==> src/rtl/alu_arbiter.sv <==
// Round-robin front end that shares one registered ALU between two requesters.
// Holds the winner's operands on the ALU for its latency, then returns a tagged response.
module alu_arbiter #(
   parameter int NUMBITS = 16,
   parameter int ALU_LAT = 1,
   parameter int CNTBITS = 16
) (
   input  logic               clk,
   input  logic               reset,
   input  logic               req0_valid,
   output logic               req0_ready,
   input  logic [NUMBITS-1:0] req0_a,
   input  logic [NUMBITS-1:0] req0_b,
   input  logic [2:0]         req0_op,
   input  logic               req1_valid,
   output logic               req1_ready,
   input  logic [NUMBITS-1:0] req1_a,
   input  logic [NUMBITS-1:0] req1_b,
   input  logic [2:0]         req1_op,
   output logic [NUMBITS-1:0] alu_a,
   output logic [NUMBITS-1:0] alu_b,
   output logic [2:0]         alu_opcode,
   input  logic [NUMBITS-1:0] alu_result,
   input  logic               alu_carryout,
   input  logic               alu_overflow,
   output logic               rsp_valid,
   input  logic               rsp_ready,
   output logic               rsp_id,
   output logic [NUMBITS-1:0] rsp_result,
   output logic               rsp_carryout,
   output logic               rsp_overflow,
   output logic               rsp_zero,
   output logic [CNTBITS-1:0] done_cnt0,
   output logic [CNTBITS-1:0] done_cnt1
);

   typedef enum logic [1:0] {IDLE, EXEC, RESP} state_t;

   localparam logic [2:0]         LAT_LAST = 3'(ALU_LAT);
   localparam logic [CNTBITS-1:0] CNT_ONE  = 1;

   state_t               state_q, state_d;
   logic                 last_grant_q, last_grant_d;
   logic [2:0]           lat_cnt_q, lat_cnt_d;
   logic [NUMBITS-1:0]   op_a_q, op_a_d;
   logic [NUMBITS-1:0]   op_b_q, op_b_d;
   logic [2:0]           op_code_q, op_code_d;
   logic                 rsp_valid_q, rsp_valid_d;
   logic                 rsp_id_q, rsp_id_d;
   logic [NUMBITS-1:0]   rsp_result_q, rsp_result_d;
   logic                 rsp_carry_q, rsp_carry_d;
   logic                 rsp_ovf_q, rsp_ovf_d;
   logic                 rsp_zero_q, rsp_zero_d;
   logic [CNTBITS-1:0]   done_cnt0_q, done_cnt0_d;
   logic [CNTBITS-1:0]   done_cnt1_q, done_cnt1_d;
   logic                 grant_id;

   // With both requesters pending, the one that did not win last time goes next.
   assign grant_id = (req0_valid && req1_valid) ? ~last_grant_q : req1_valid;

   always_comb begin
      // NOTE: every signal written here gets a default first, so no path can infer a latch.
      state_d      = state_q;
      last_grant_d = last_grant_q;
      lat_cnt_d    = lat_cnt_q;
      op_a_d       = op_a_q;
      op_b_d       = op_b_q;
      op_code_d    = op_code_q;
      rsp_valid_d  = rsp_valid_q;
      rsp_id_d     = rsp_id_q;
      rsp_result_d = rsp_result_q;
      rsp_carry_d  = rsp_carry_q;
      rsp_ovf_d    = rsp_ovf_q;
      rsp_zero_d   = rsp_zero_q;
      done_cnt0_d  = done_cnt0_q;
      done_cnt1_d  = done_cnt1_q;
      req0_ready   = 1'b0;
      req1_ready   = 1'b0;

      case (state_q)
         IDLE: begin
            req0_ready = req0_valid & ~grant_id;
            req1_ready = req1_valid & grant_id;
            if (req0_valid || req1_valid) begin
               op_a_d       = grant_id ? req1_a  : req0_a;
               op_b_d       = grant_id ? req1_b  : req0_b;
               op_code_d    = grant_id ? req1_op : req0_op;
               last_grant_d = grant_id;
               lat_cnt_d    = '0;
               state_d      = EXEC;
            end
         end
         EXEC: begin
            lat_cnt_d = lat_cnt_q + 3'd1;
            if (lat_cnt_q == LAT_LAST) begin
               rsp_result_d = alu_result;
               rsp_carry_d  = alu_carryout;
               rsp_ovf_d    = alu_overflow;
               rsp_zero_d   = (alu_result == '0);
               rsp_id_d     = last_grant_q;
               rsp_valid_d  = 1'b1;
               state_d      = RESP;
            end
         end
         RESP: begin
            if (rsp_ready) begin
               rsp_valid_d = 1'b0;
               if (rsp_id_q) done_cnt1_d = done_cnt1_q + CNT_ONE;
               else          done_cnt0_d = done_cnt0_q + CNT_ONE;
               state_d = IDLE;
            end
         end
         default: state_d = IDLE;
      endcase
   end

   // NOTE: state updates use non-blocking assignments so every flop samples pre-edge values.
   always_ff @(posedge clk) begin
      if (reset) begin
         state_q      <= IDLE;
         last_grant_q <= 1'b1;
         lat_cnt_q    <= '0;
         op_a_q       <= '0;
         op_b_q       <= '0;
         op_code_q    <= '0;
         rsp_valid_q  <= 1'b0;
         rsp_id_q     <= 1'b0;
         rsp_result_q <= '0;
         rsp_carry_q  <= 1'b0;
         rsp_ovf_q    <= 1'b0;
         rsp_zero_q   <= 1'b0;
         done_cnt0_q  <= '0;
         done_cnt1_q  <= '0;
      end else begin
         state_q      <= state_d;
         last_grant_q <= last_grant_d;
         lat_cnt_q    <= lat_cnt_d;
         op_a_q       <= op_a_d;
         op_b_q       <= op_b_d;
         op_code_q    <= op_code_d;
         rsp_valid_q  <= rsp_valid_d;
         rsp_id_q     <= rsp_id_d;
         rsp_result_q <= rsp_result_d;
         rsp_carry_q  <= rsp_carry_d;
         rsp_ovf_q    <= rsp_ovf_d;
         rsp_zero_q   <= rsp_zero_d;
         done_cnt0_q  <= done_cnt0_d;
         done_cnt1_q  <= done_cnt1_d;
      end
   end

   assign alu_a        = op_a_q;
   assign alu_b        = op_b_q;
   assign alu_opcode   = op_code_q;
   assign rsp_valid    = rsp_valid_q;
   assign rsp_id       = rsp_id_q;
   assign rsp_result   = rsp_result_q;
   assign rsp_carryout = rsp_carry_q;
   assign rsp_overflow = rsp_ovf_q;
   assign rsp_zero     = rsp_zero_q;
   assign done_cnt0    = done_cnt0_q;
   assign done_cnt1    = done_cnt1_q;

endmodule

==> config.mk <==
export PLATFORM = sky130hd
export DESIGN_NAME = alu_arbiter
export DESIGN_NICKNAME = d
export VERILOG_FILES = /design/src/rtl/alu_arbiter.sv
export SDC_FILE = /design/constraint.sdc
export NUM_CORES = 1
export LEC_CHECK = 0
export CAP_MARGIN = 10
export CORE_MARGIN = 3
export CORE_UTILIZATION = 42
export DETAILED_ROUTE_END_ITERATION = 12
export PLACE_DENSITY = 0.81
export SLEW_MARGIN = 10
export SYNTH_ARGS = -nofsm -noshare
export SYNTH_HDL_FRONTEND = slang
export SYNTH_SLANG_ARGS = --single-unit
export TNS_END_PERCENT = 1
==> constraint.sdc <==
create_clock -name clk -period 2.4 [get_ports clk]
set_input_delay 0.48 -clock clk [delete_from_list [all_inputs] [get_ports clk]]
set_output_delay 0.48 -clock clk [all_outputs]
set_load 0.02 [all_outputs]
==> CHANGELOG.md, run 1 <==
### Metrics

- Status: completed
- Setup CP Type: input pin to output pin
- CTS tree: yes
- Setup-failing EPs final: 0
- Root Driver: clkbuf_8
- # hold bufs at CTS: 0
- Total routed wirelength: 10800 µm
- Max incr delay on CP: 0.48 ns
- Hold_ws: 0.459 ns
- Global-route wire length before repair: 17900 µm
- Total GRT Usage: 19.8%
- Vias in the first global route: 3804
- Floorplan net count: 557
- Worst slew margin: 63.4%
- Initial antenna violation count: 0
- Vias post-DR: 3903
- Die width: 104 µm
- Max-Cap Viols: 0
- WP buf/inv: 3
- Gr ovfl total: 0
- Cell type with the largest total area: dfxtp_1
- Mapped cell area: 4070 µm²
- Final #Nets: 735
- WP data required: around 1.9 ns
- Least-Margin Pin Slew: roughly 0.55 ns
-- run 1: cell families after synthesis --
kind of cell | count (synthesis) | share of synthesized area (%)
simple gates | 187 | 22.1
buf+inv | 37 | 3.66
xor+xnor | 20 | 4.30
fa+ha+maj | 4 | 1.23
mux | 40 | 9.99
flops | 94 | 46.2
compound gates | 78 | 12.5
-- run 1: flip-flops by register name, indices dropped and copies added (netlist names) --
name	count
alu_a	16
alu_b	16
alu_opcode	3
done_cnt0	16
done_cnt1	16
last_grant_q	1
lat_cnt_q	3
rsp_carryout	1
rsp_id	1
rsp_overflow	1
rsp_result	16
rsp_valid	1
rsp_zero	1
state_q	2
-- run 1: tightest hold or removal path, stage by stage (launching register included) --
cell     delay [ns]
dfxtp_1        0.32
nand2_1        0.05
a21oi_1        0.05
-- run 1: cell type report --
class | count | area [µm²]
clock inverters | 6 | 68.8
well taps | 129 | 161
fillers | 783 | 3030
clock buffers | 10 | 138
flip-flops and latches | 94 | 1880
repair buffers | 198 | 1970
multi-input cells | 329 | 2050
inverters | 6 | 22.5
-- run 1: repair_timing --
action / in CTS / in global routing
gates cloned: 0 / 0
resized: 1 / 1
pin swaps: 0 / 0
endpoints found under the setup margin: 1 / 1
-- run 1: power breakdown --
part	internal, mW	switching (mW)
clock network	0.518	0.566
logic	0.412	0.372
registers	1.65	0.0553
-- run 1: metrics by stage --
step	power [mW]	TNS, ns	utilization (%)	cell area, µm²
2_1_floorplan	2.11	0	-	4070
3_3_place_gp	2.51	-0.00785	65.3	6090
3_5_place_dp	2.53	-0.0254	65.3	6090
4_1_cts	3.61	0	67.5	6290
5_1_grt	3.74	0	67.5	6300
6_report	3.57	0	67.5	6300
-- run 1: cells in the final DEF, fill, tap and decap left out, types with 2 or more instances in the layout --
master           synthesis  routed
nor4_1                  10      10
nand2b_1                 4       4
nor3_1                   5       5
ha_1                     4       4
buf_4                    1      13
xnor2_1                 10      10
nand4_1                  7       7
inv_6                    0       2
nand3_1                 11      11
and2_1                   2       2
a211oi_1                35      35
nor2_1                  68      68
o21ai_0                  3       3
a21oi_1                 31      31
inv_1                    6       6
buf_12                   0       3
and3_1                   4       4
and4_1                   4       4
or3_1                    2       2
nor2b_1                  6       6
xor2_1                  10      10
clkdlybuf4s50_1          0     179
nand2_1                 55      55
dfxtp_1                 94      94
clkbuf_8                 0      10
mux2i_1                 35      35
mux2_2                   5       5
-- run 1: layer usage --
layer	up-vias	routed length [µm]	global-route usage, %	share of wire, %
met2	135	5590	34.6	52
met5	-	0	0	0
met4	0	241	7.41	2.2
met3	20	842	6.46	7.8
li1	1959	-	-	-
met1	1789	4170	22.3	38
-- run 1: path summary, 6_finish.rpt --
kind / start / to / slack, ns / depth (start not counted)
hold reg to reg: rsp_valid / rsp_valid / 0.46 / 2
setup reg to reg: done_cnt1[0] / done_cnt1[14] / 0.45 / 5
hold / removal: rsp_valid / rsp_valid / 0.46 / 2
setup / recovery: req1_valid / req0_ready / 0.19 / 5
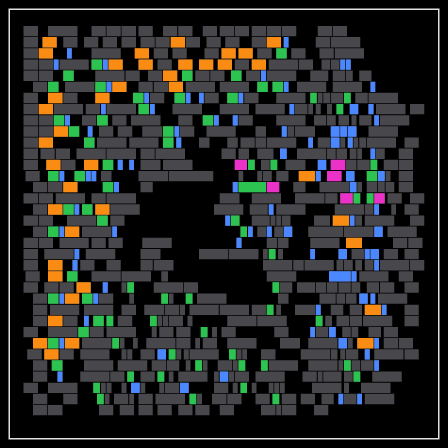
Run 1: logic cells by family
Key: multiplexers = orange [cells 40, most used mux2i_1, where widely spread]; NOR gates = blue [cells 90, most used nor2_1, where widely spread]; AND-OR and OR-AND gates = magenta [cells 6, where right middle]; inverting AOI/OAI gates = green [cells 72, most used a211oi_1, where widely spread]
Comb/total area: 32.6%
final std cells w/o fill: 772
commonest non-fill, non-tap cell in the layout: clkdlybuf4s50_1

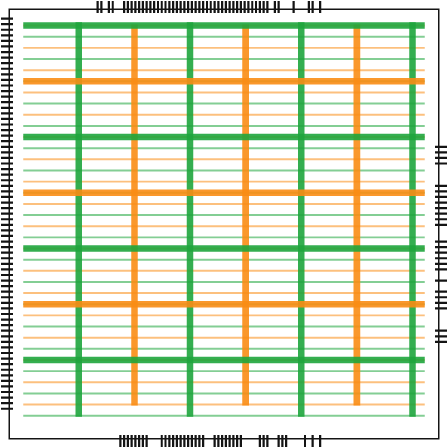
Run 1: PDN straps and rails
Pins as bars on the die edge.
Key: VDD = orange; VSS = green
183 signal pins sit on the boundary. The core has 35 rows. 7 straps on met4. 36 met1 rails follow the rows. 7 straps on met5.

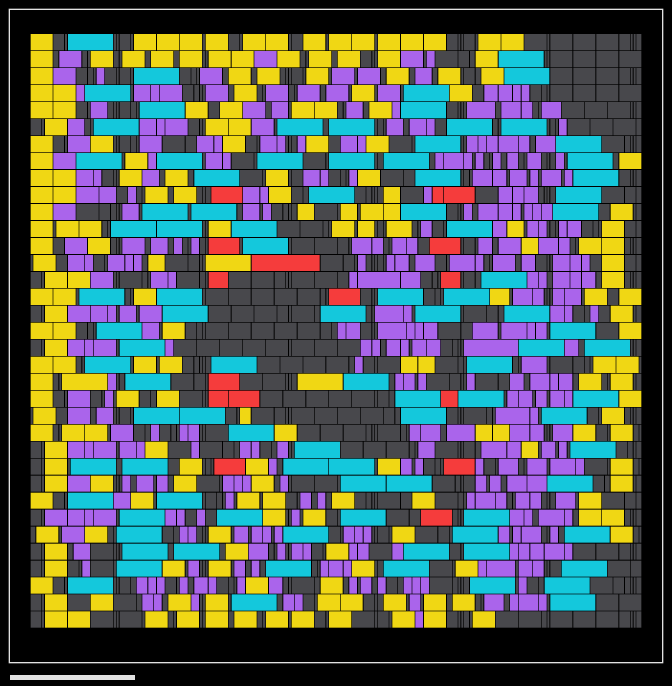
Run 1: placed cells, one colour a class
The bar under the picture is 20 µm long. Fill, decap, tap and diode cells in grey.
Key: all other logic = purple [cells 335]; clock drivers and dummy loads = red [cells 16]; other buffers and delay cells = yellow [cells 198]; flip-flops = cyan [cells 94]

Run 1, layout detail:
Window x 1 to 51, y 53 to 103 µm. Cells in grey, sequential cells in the stronger grey; small squares are vias.
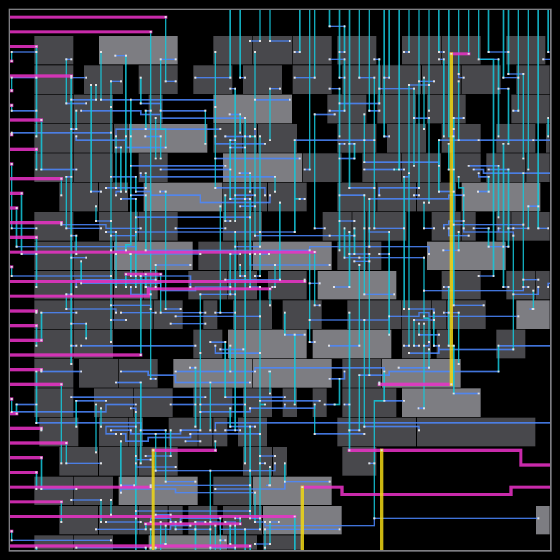

==> inputs of run 2 (changes only) <==
CORE_UTILIZATION = 43   (was 42)
CTS_BUF_LIST = sky130_fd_sc_hd__clkbuf_8   (was default)
PLACE_DENSITY = 0.82   (was 0.81)
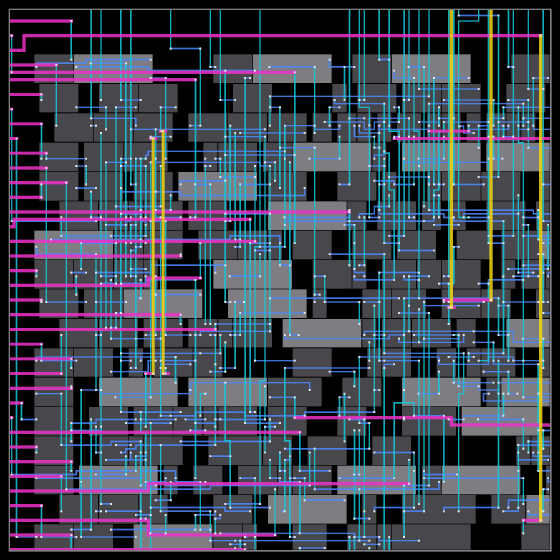
Run 2: layout detail
Window x 1 to 51, y 52 to 102 µm. Cells in grey, sequential cells in the stronger grey; small squares are vias.
Key: met4 = yellow; met3 = magenta; met2 = cyan; met1 = blue
Netlist names of flops here include alu_b (10), rsp_result (8), alu_opcode (2). Sequential cells in the window: 24. 178 logic cells have their middle in the window. Most frequent: clkdlybuf4s50_1 (60), dfxtp_1 (24).

==> run 2 against run 1 <==
Compared with the run above: non-clock buffer count down 1; area after synthesis unchanged; combinational power about the same; worst setup slack worse by 0.022 ns; cell area down 0.81%; first-iteration DRC count up 18%; maximum frequency down 0.98%.
==> CHANGELOG.md, run 2 <==
### Metrics

- Synth logic family: simple AND/OR/NAND/NOR gates
- Setup-failing EPs final: 0 (unchanged)
- XOR/XNOR Fraction of Synth Area: 4.30% (unchanged)
- Fa+ha+maj area frac: 1.23% (unchanged)
- Global-route wire length before repair: 18300 µm (+2.4%)
- Worst slew margin: 64.3% (+0.89 points)
- Mux frac, synth: 9.99% (unchanged)
- Design Area, Final: 6250 µm² (-0.81%)
- Vias post-DR: 3931 (+0.72%)
- Total GRT Usage: 21.6% (+1.8 points)
- Met2 WL post-DR: 5750 µm (+2.8%)
- Top sig layer: met4
- Tot Pwr: 3.46 mW (-3.1%)
- CTS tree: yes
- Commonest non-fill, non-tap cell in the layout: clkdlybuf4s50_1
- Total routed wirelength: 11400 µm (+5.1%)
- Mapped cell area: 4070 µm² (unchanged)
- Final std cells w/o fill: 768 (-0.52%)
- Post-DP Area: 6070 µm² (-0.35%)
- Hold_ws: 0.459 ns (-0.000801 ns)
- WP data required: 1.92 ns (about the same)
- R2R depth: 5 (unchanged)
- Complex Gates by Area: 12.5% (unchanged)
- Initial DRC Count: about 110
- Status: completed
- Met1 wire length: 4340 µm (+4.0%)
- R2r setup slk: 0.43 ns (-0.02 ns)
- Top cells by area: dfxtp_1 (46%), mux2i_1 (8.6%), a211oi_1 (6.5%)
- Min-delay src: rsp_result[15]
- Commonest non-fill, non-tap cells in the layout: clkdlybuf4s50_1 (179), dfxtp_1 (94), nor2_1 (68)
- Metal3 WL: 1090 µm (+29%)
- Initial antenna violation count: 0 (unchanged)
- Vias in the first global route: 3846 (+1.1%)
- Hold Path Cell Cnt: 2 (unchanged)
- Min-Delay Endpoint: rsp_result[15]
- Cell type with the largest total area: dfxtp_1
- Least-Margin Pin Slew: 0.535 ns (-0.0134 ns)
- R2r endpoint: done_cnt1[14]
- Floorplan net count: 557 (unchanged)
- Worst r2r src: done_cnt1[0]
- Setup CP Type: input pin to output pin
- Root Driver: clkbuf_8
- FILL cells: 713 (-8.9%)
- TNS Setup: 0 ns (unchanged)
## run 2: netlist changes by cell type in the layout (fill, tap and decap cells not counted), sizes merged
cell / previous run / this run
buf: 18 / 16
dlygate4sd2: 1 / 2
clkinv: 2 / 3
bufinv: 1 / 0
## run 2: metal layers
layer	vias up	global-route usage, %
li1	1967	-
met1	1796	24.1
met2	149	37.2
met3	19	9.73
met4	0	6.08
met5	-	0
## run 2: cells by family after synthesis
| kind of cell | Yosys count |
|---|---|
| adders and majority gates | 4 |
| DFF | 94 |
| xor gates and xnor gates | 20 |
| AOI/OAI and AO/OA | 78 |
| and+or+nand+nor | 187 |
| buffers and inverters | 37 |
| muxes | 40 |
## run 2: report_power, final
| group | internal (mW) | switching [mW] | total (mW) |
|---|---|---|---|
| Clock | 0.411 | 0.567 | 0.978 |
| Sequential | 1.65 | 0.0539 | 1.70 |
| Combinational | 0.405 | 0.377 | 0.782 |
## run 2: cell type report
type | instances | area, µm² | share of cell area (%)
clock buffers | 10 | 138 | 2.20
inverters | 6 | 22.5 | 0.361
clock inverters | 6 | 43.8 | 0.701
well taps | 126 | 158 | 2.52
repair buffers | 197 | 1950 | 31.2
flip-flops and latches | 94 | 1880 | 30.1
multi-input cells | 329 | 2050 | 32.8
## run 2: what timing repair did
item                                   in CTS  in global routing
resized                                     2                  0
hold buffers                                0                  0
setup endpoints to repair                   2                  0
endpoints found under the hold margin       0                  0
## run 2: how the worst max path moves through the flow
stage	start	to	slack (ns)	cells after the start
floorplan	done_cnt1[0]	done_cnt1[14]	0.42	6
global placement	req1_valid	req1_ready	-0.05	4
detailed placement	req1_valid	req1_ready	-0.10	4
CTS	req1_valid	req1_ready	0.17	4
global route	req1_valid	req1_ready	0.13	4
finish	req1_valid	req1_ready	0.17	4
## run 2: critical path, stage by stage
cell	delay (ns)
clkdlybuf4s50_1	0.52
a21boi_4	0.23
and2_1	0.17
dlygate4sd2_1	0.35
Power figures rest on the tool's default switching activity, not on a simulated workload.
